**src/rtl/mac_pkg.sv**
```systemverilog
// Shared definitions for the multiply-accumulate path: default datapath widths
// and the accumulator FSM state encoding.
package mac_pkg;

  localparam int unsigned MAC_DATA_W = 8;
  localparam int unsigned MAC_ACC_W  = 10;
  localparam int unsigned MAC_COUNT  = 4;

  typedef enum logic [1:0] {
    IDLE  = 2'd0,
    ACCUM = 2'd1,
    HOLD  = 2'd2
  } acc_state_t;

endpackage

```
**src/rtl/product_accumulator_sat_add.sv**
```systemverilog
// Unsigned saturating adder: acc + addend, clamped to all-ones on carry-out,
// with ovf flagging that the clamp happened.
module sat_add
  import mac_pkg::*;
#(
  parameter int unsigned ACC_W  = MAC_ACC_W,
  parameter int unsigned DATA_W = MAC_DATA_W
) (
  input  logic [ACC_W-1:0]  acc,
  input  logic [DATA_W-1:0] addend,
  output logic [ACC_W-1:0]  sum,
  output logic              ovf
);

  logic [ACC_W:0] wide;

  always_comb begin
    wide = {1'b0, acc} + {{(ACC_W + 1 - DATA_W){1'b0}}, addend};
    ovf  = wide[ACC_W];
    sum  = wide[ACC_W] ? '1 : wide[ACC_W-1:0];
  end

endmodule

```
**src/rtl/product_accumulator.sv**
```systemverilog
// Sums COUNT incoming products per block into a saturating accumulator and
// presents the block sum, count and overflow flag on a valid/ready output.
module product_accumulator
  import mac_pkg::*;
#(
  parameter int unsigned  DATA_W = MAC_DATA_W,
  parameter int unsigned  ACC_W  = MAC_ACC_W,
  parameter int unsigned  COUNT  = MAC_COUNT,
  localparam int unsigned CNT_W  = $clog2(COUNT + 1)
) (
  input  logic              clk,
  input  logic              rst,
  input  logic              ena,
  input  logic              in_valid,
  output logic              in_ready,
  input  logic [DATA_W-1:0] in_data,
  input  logic              flush,
  input  logic              clear,
  output logic              out_valid,
  input  logic              out_ready,
  output logic [ACC_W-1:0]  out_sum,
  output logic [CNT_W-1:0]  out_count,
  output logic              out_ovf
);

  acc_state_t state, state_next;

  logic [ACC_W-1:0] acc, acc_sum, acc_upd;
  logic [CNT_W-1:0] cnt, cnt_upd;
  logic             ovf, ovf_upd, add_ovf;
  logic             accept;

  sat_add #(
    .ACC_W (ACC_W),
    .DATA_W(DATA_W)
  ) u_sat_add (
    .acc   (acc),
    .addend(in_data),
    .sum   (acc_sum),
    .ovf   (add_ovf)
  );

  // Post-accept view of the block; used both for the next accumulator state
  // and for loading the output registers on the completing edge.
  always_comb begin
    accept  = ena && in_valid && in_ready;
    acc_upd = accept ? acc_sum : acc;
    cnt_upd = cnt + CNT_W'(accept);
    ovf_upd = ovf || (accept && add_ovf);
  end

  always_ff @(posedge clk) begin
    if (rst) state <= IDLE;
    else     state <= state_next;
  end

  always_comb begin
    state_next = state;
    if (ena) begin
      if (clear) begin
        state_next = IDLE;
      end else begin
        case (state)
          IDLE, ACCUM: begin
            if ((accept && cnt_upd == CNT_W'(COUNT)) || (flush && cnt_upd != '0))
              state_next = HOLD;
            else if (cnt_upd != '0)
              state_next = ACCUM;
          end
          HOLD:    if (out_ready) state_next = IDLE;
          default: state_next = IDLE;
        endcase
      end
    end
  end

  always_comb begin
    in_ready = ena && !clear && (state != HOLD);
  end

  always_ff @(posedge clk) begin
    if (rst) begin
      acc       <= '0;
      cnt       <= '0;
      ovf       <= 1'b0;
      out_valid <= 1'b0;
      out_sum   <= '0;
      out_count <= '0;
      out_ovf   <= 1'b0;
    end else if (ena) begin
      if (clear) begin
        acc       <= '0;
        cnt       <= '0;
        ovf       <= 1'b0;
        out_valid <= 1'b0;
      end else if (state == HOLD) begin
        if (out_ready) begin
          acc       <= '0;
          cnt       <= '0;
          ovf       <= 1'b0;
          out_valid <= 1'b0;
        end
      end else begin
        acc <= acc_upd;
        cnt <= cnt_upd;
        ovf <= ovf_upd;
        if (state_next == HOLD) begin
          out_valid <= 1'b1;
          out_sum   <= acc_upd;
          out_count <= cnt_upd;
          out_ovf   <= ovf_upd;
        end
      end
    end
  end

endmodule
```
**config.mk**
```make
export PLATFORM = sky130hd
export DESIGN_NAME = product_accumulator
export DESIGN_NICKNAME = d
export VERILOG_FILES = /design/src/rtl/mac_pkg.sv /design/src/rtl/product_accumulator_sat_add.sv /design/src/rtl/product_accumulator.sv
export SDC_FILE = /design/constraint.sdc
export NUM_CORES = 1
export LEC_CHECK = 0
export CAP_MARGIN = 15
export CORE_MARGIN = 2
export CORE_UTILIZATION = 51
export CTS_BUF_LIST = sky130_fd_sc_hd__clkbuf_2
export DETAILED_ROUTE_END_ITERATION = 6
export PLACE_DENSITY_LB_ADDON = 0.12
export SLEW_MARGIN = 20
export SYNTH_ARGS = -nofsm -noshare
export SYNTH_HDL_FRONTEND = slang
export SYNTH_HIERARCHICAL = 1
export SYNTH_SLANG_ARGS = --single-unit
```
**constraint.sdc**
```tcl
create_clock -name clk -period 2.6 [get_ports clk]
set_input_delay 0.39 -clock clk [delete_from_list [all_inputs] [get_ports clk]]
set_output_delay 0.39 -clock clk [all_outputs]
set_load 0.01 [all_outputs]
```
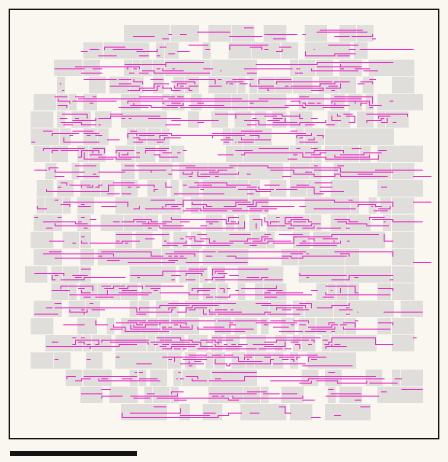
(run_1/layer_met1.png)
The bar under the picture is 20 um long.
The wires run mostly horizontal. The layer holds 46% of the routed length. 324 nets have wire on it.

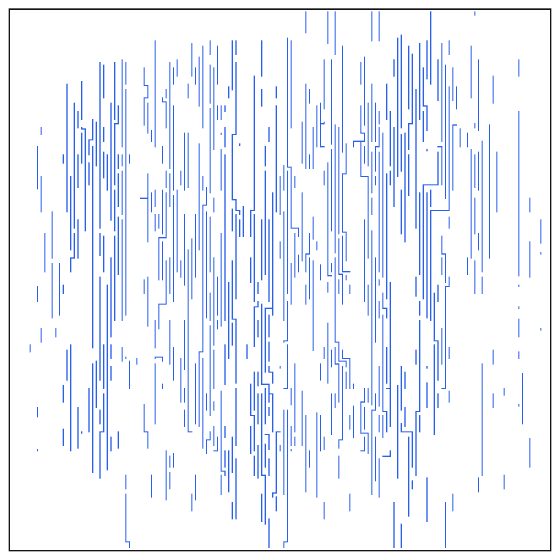
(run_1/layer_met2.png)
The wires run mostly vertical. 287 nets have wire on it. The layer carries 2660 um of wire.

==> run_summary.xml, run 1 <==
<?xml version="1.0" encoding="UTF-8"?>
<metrics>
  <group name="min_path">
    <metric name="timing.hold.worst_path_depth" unit="">2</metric>
    <metric name="min_delay_worst_endpoint" unit="">out_valid$_SDFFE_PP0P_</metric>
  </group>
  <group name="cells_and_area">
    <metric name="layoutNonFillerInstCount" unit="">374</metric>
    <metric name="layout.core_utilization" unit="%">72.1</metric>
    <metric name="final_nets" unit="">349</metric>
    <metric name="layout.cell_area.non_filler" unit="um^2">2840</metric>
    <metric name="antenna_cells_inserted" unit="">0</metric>
  </group>
  <group name="worst_setup_path">
    <metric name="path_cells" unit="">clkdlybuf4s50_1 -&gt; and2b_1 -&gt; and3_1 -&gt; ha_1 -&gt; ha_4 -&gt; o21ba_2 -&gt; a211o_1 -&gt; buf_4 -&gt; nor4_2 -&gt; a211oi_1</metric>
    <metric name="path_depth" unit="">10</metric>
    <metric name="origin_of_the_worst_setup_path" unit="">clear</metric>
    <metric name="path_class" unit="">primary input to flop</metric>
    <metric name="crit_slowest_cell" unit="">clkdlybuf4s50_1</metric>
  </group>
  <group name="sta">
    <metric name="finalSetupViolCount" unit="">0</metric>
    <metric name="skew" unit="ps">15.6</metric>
    <metric name="finalHoldWorstSlack" unit="ps">464</metric>
    <metric name="slew-limit-headroom" unit="%">60.0</metric>
    <metric name="maxClockFrequency" unit="GHz">0.393</metric>
    <metric name="finalSetupTns" unit="ps">0</metric>
  </group>
  <group name="placement">
    <metric name="gp_congestion" unit="">0.851</metric>
    <metric name="detailed_place.area" unit="um^2">2680</metric>
    <metric name="place_inst" unit="">363</metric>
  </group>
  <group name="clock_tree">
    <metric name="post_cts.repair.setup_buffers" unit="">2</metric>
    <metric name="numCtsBuffers" unit="">5</metric>
    <metric name="clk_path_buf_depth" unit="">2</metric>
    <metric name="cts_hold_buf" unit="">0</metric>
    <metric name="cts.reportedPaths.clkPinSlew" unit="ps">180</metric>
  </group>
  <group name="job">
    <metric name="tool_warning_count" unit="">26</metric>
  </group>
  <group name="pwr">
    <metric name="power_density" unit="nW/um^2">350</metric>
    <metric name="power.largest_group" unit="">sequential cells</metric>
    <metric name="internal_portion_of_total_power" unit="mW">0.724</metric>
    <metric name="power.share.switching" unit="%">27.3</metric>
    <metric name="power.total" unit="mW">0.995</metric>
    <metric name="pg_comb" unit="mW">0.177</metric>
  </group>
  <group name="floorplanning">
    <metric name="core-area" unit="um^2">3940</metric>
    <metric name="boundaryPins" unit="">31</metric>
    <metric name="fp-row-count" unit="">23</metric>
  </group>
  <group name="synthesis">
    <metric name="post_synth.cell_area_avg" unit="um^2">8.00</metric>
    <metric name="yosys_synthesis_warning_count" unit="">6</metric>
  </group>
  <group name="status">
    <metric name="outcome" unit="">completed</metric>
  </group>
  <group name="global_routing">
    <metric name="grt_first_pass_wirelength" unit="um">9110</metric>
    <metric name="gr-total-overflow" unit="">0</metric>
    <metric name="first_global_vias" unit="">1929</metric>
  </group>
  <group name="route">
    <metric name="detail_route.vias_per_cell" unit="">5.71</metric>
  </group>
</metrics>
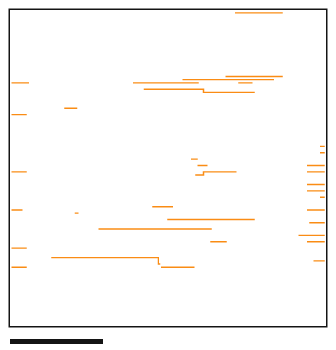
(run_1/layer_met3.png)
The bar under the picture is 20 um long.
The longest straight run is 23.9 um. The wires run mostly horizontal. The layer holds 4.2% of the routed length. The layer carries 229 um of wire. 29 nets have wire on it.
final wirelength: 5470 um
met3 GRT Util: 5.17%

[run 1: state kept, by name (all words and copies together) (netlist names)]
name and flops:
out_ovf 1, out_count 3, cnt 3, out_sum 10, out_valid 1, acc 10, ovf 1, state 2
[run 1: layout make-up]
class | count | area (um^2)
clock buffers | 5 | 25.0
clock inverters | 3 | 38.8
fillers | 340 | 1100
inverters | 31 | 116
multi-input cells | 182 | 1350
flip-flops and latches | 31 | 622
well taps | 50 | 62.6
repair buffers | 72 | 627
[run 1: per-layer routing]
layer,GRT usage (%),wire length [um]
met3,5.17,228
met4,8.42,84
met1,33.7,2490
met5,0,0
met2,44.1,2660
[run 1: cells by family after synthesis]
family          share of synthesized area [%]
flops                                    30.1
simple gates                             22.1
mux                                      1.70
compound gates                           27.9
buf+inv                                  9.10
xor+xnor                                 2.12
fa+ha+maj                                7.03
==> run_1/clocks.png <==
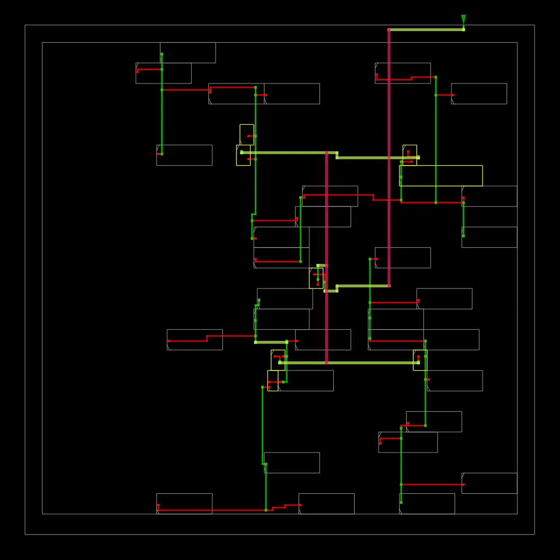

==> run 1 -> run 2 <==
CORE_ASPECT_RATIO = 1.1   (was not set)
SETUP_SLACK_MARGIN = 0.15   (was not set)
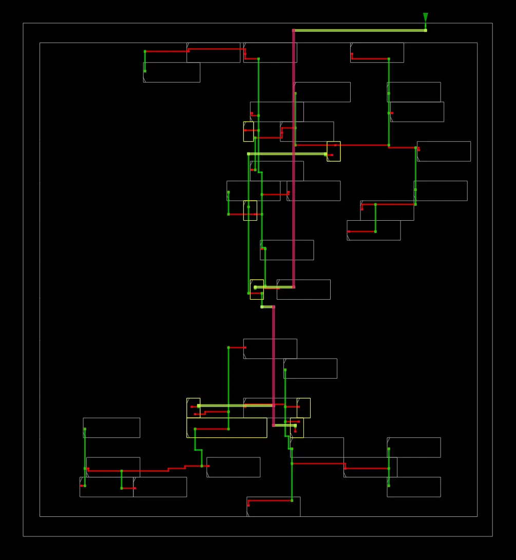
(run_2/clocks.png)
clk sink count: 31
total clock buffers created by CTS: 5

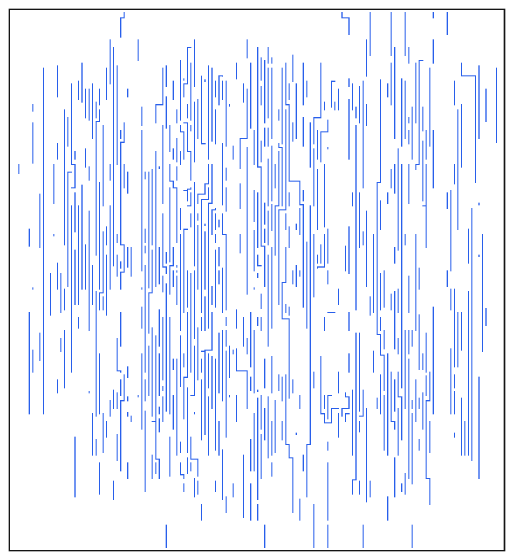
(run_2/layer_met2.png)
307 nets have wire on it. The layer holds 51% of the routed length. The wires run mostly vertical. The layer carries 2950 um of wire.

==> run_summary.xml, run 2 <==
<?xml version="1.0" encoding="UTF-8"?>
<metrics>
  <group name="route">
    <metric name="drt_wl_total" unit="um">5850</metric>
    <metric name="met3_length" unit="um">286</metric>
    <metric name="route.met2.wl" unit="um">2950</metric>
    <metric name="detail_route.vias_per_cell" unit="">5.92</metric>
  </group>
  <group name="synthesis">
    <metric name="synth-xor-area-share" unit="%">2.12</metric>
    <metric name="yosys_synthesis_warning_count" unit="">6</metric>
    <metric name="post_synth_mux_area_share" unit="%">1.70</metric>
    <metric name="synthSimpleGateAreaFrac" unit="%">22.1</metric>
    <metric name="post_synth.cell_area_avg" unit="um^2">8.00</metric>
    <metric name="fa_ha_maj_area_share" unit="%">7.03</metric>
  </group>
  <group name="clock_tree">
    <metric name="cts.reportedPaths.clkPinSlew" unit="ps">160</metric>
    <metric name="post_cts.repair.setup_buffers" unit="">1</metric>
  </group>
  <group name="cells_and_area">
    <metric name="seq_area" unit="um^2">624</metric>
    <metric name="antenna_cells_inserted" unit="">0</metric>
    <metric name="number_of_clock_tree_buffers_in_the_layout" unit="">5</metric>
    <metric name="num-multi-input-gates" unit="">182</metric>
    <metric name="layout.core_utilization" unit="%">76.4</metric>
    <metric name="layout.cell_area.non_filler" unit="um^2">3010</metric>
    <metric name="layout.sequential_cells" unit="">31</metric>
    <metric name="layout.non_clock_buffers" unit="">76</metric>
    <metric name="final_nets" unit="">353</metric>
    <metric name="comb_area_share" unit="%">49.4</metric>
    <metric name="mi_logic_area" unit="um^2">1490</metric>
    <metric name="nonClkBufAreaFrac" unit="%">21.6</metric>
    <metric name="layoutNonFillerInstCount" unit="">380</metric>
    <metric name="reg_top3" unit="">acc (10), out_sum (10)</metric>
    <metric name="final.signal_inverter_count" unit="">31</metric>
  </group>
  <group name="global_routing">
    <metric name="first_global_vias" unit="">2082</metric>
    <metric name="globalRouteMet3Util" unit="%">4.61</metric>
    <metric name="gr-total-overflow" unit="">0</metric>
    <metric name="gr-usage-met2" unit="%">46.4</metric>
    <metric name="grt_first_pass_wirelength" unit="um">9450</metric>
    <metric name="global_route.peak_usage_layer" unit="">met2</metric>
  </group>
  <group name="job">
    <metric name="tool_warning_count" unit="">28</metric>
  </group>
  <group name="pwr">
    <metric name="power_density" unit="nW/um^2">335</metric>
    <metric name="power.total" unit="mW">1.01</metric>
  </group>
  <group name="floorplanning">
    <metric name="num_tap_cells" unit="">52</metric>
    <metric name="core-area" unit="um^2">3930</metric>
    <metric name="fp-row-count" unit="">24</metric>
  </group>
  <group name="status">
    <metric name="outcome" unit="">completed</metric>
  </group>
  <group name="worst_setup_path">
    <metric name="path_class" unit="">flop to flop</metric>
    <metric name="path_depth" unit="">11</metric>
    <metric name="origin_of_the_worst_setup_path" unit="">acc[0]$_SDFFE_PP0P_</metric>
  </group>
  <group name="placement">
    <metric name="place_inst" unit="">369</metric>
  </group>
</metrics>
## run 2: how the worst min path moves through the flow
| stage | to | slack (ps) |
|---|---|---|
| after floorplan | acc[0]$_SDFFE_PP0P_ | 450 |
| after global placement | out_valid$_SDFFE_PP0P_ | 440 |
| after detailed placement | out_sum[9]$_SDFFE_PP0P_ | 450 |
| after CTS | out_sum[9]$_SDFFE_PP0P_ | 470 |
| after global routing | out_ovf$_SDFFE_PP0P_ | 490 |
| final | out_count[2]$_SDFFE_PP0P_ | 470 |
## run 2: where the power goes
| part | switching [mW] | internal (mW) | leakage, nW |
|---|---|---|---|
| clock | 0.168 | 0.158 | 0.0404 |
| sequential | 0.00470 | 0.482 | 0.252 |
| combinational | 0.103 | 0.0915 | 0.816 |
| total | 0.276 | 0.731 | 1.11 |
Power and IR drop assume default switching activity.
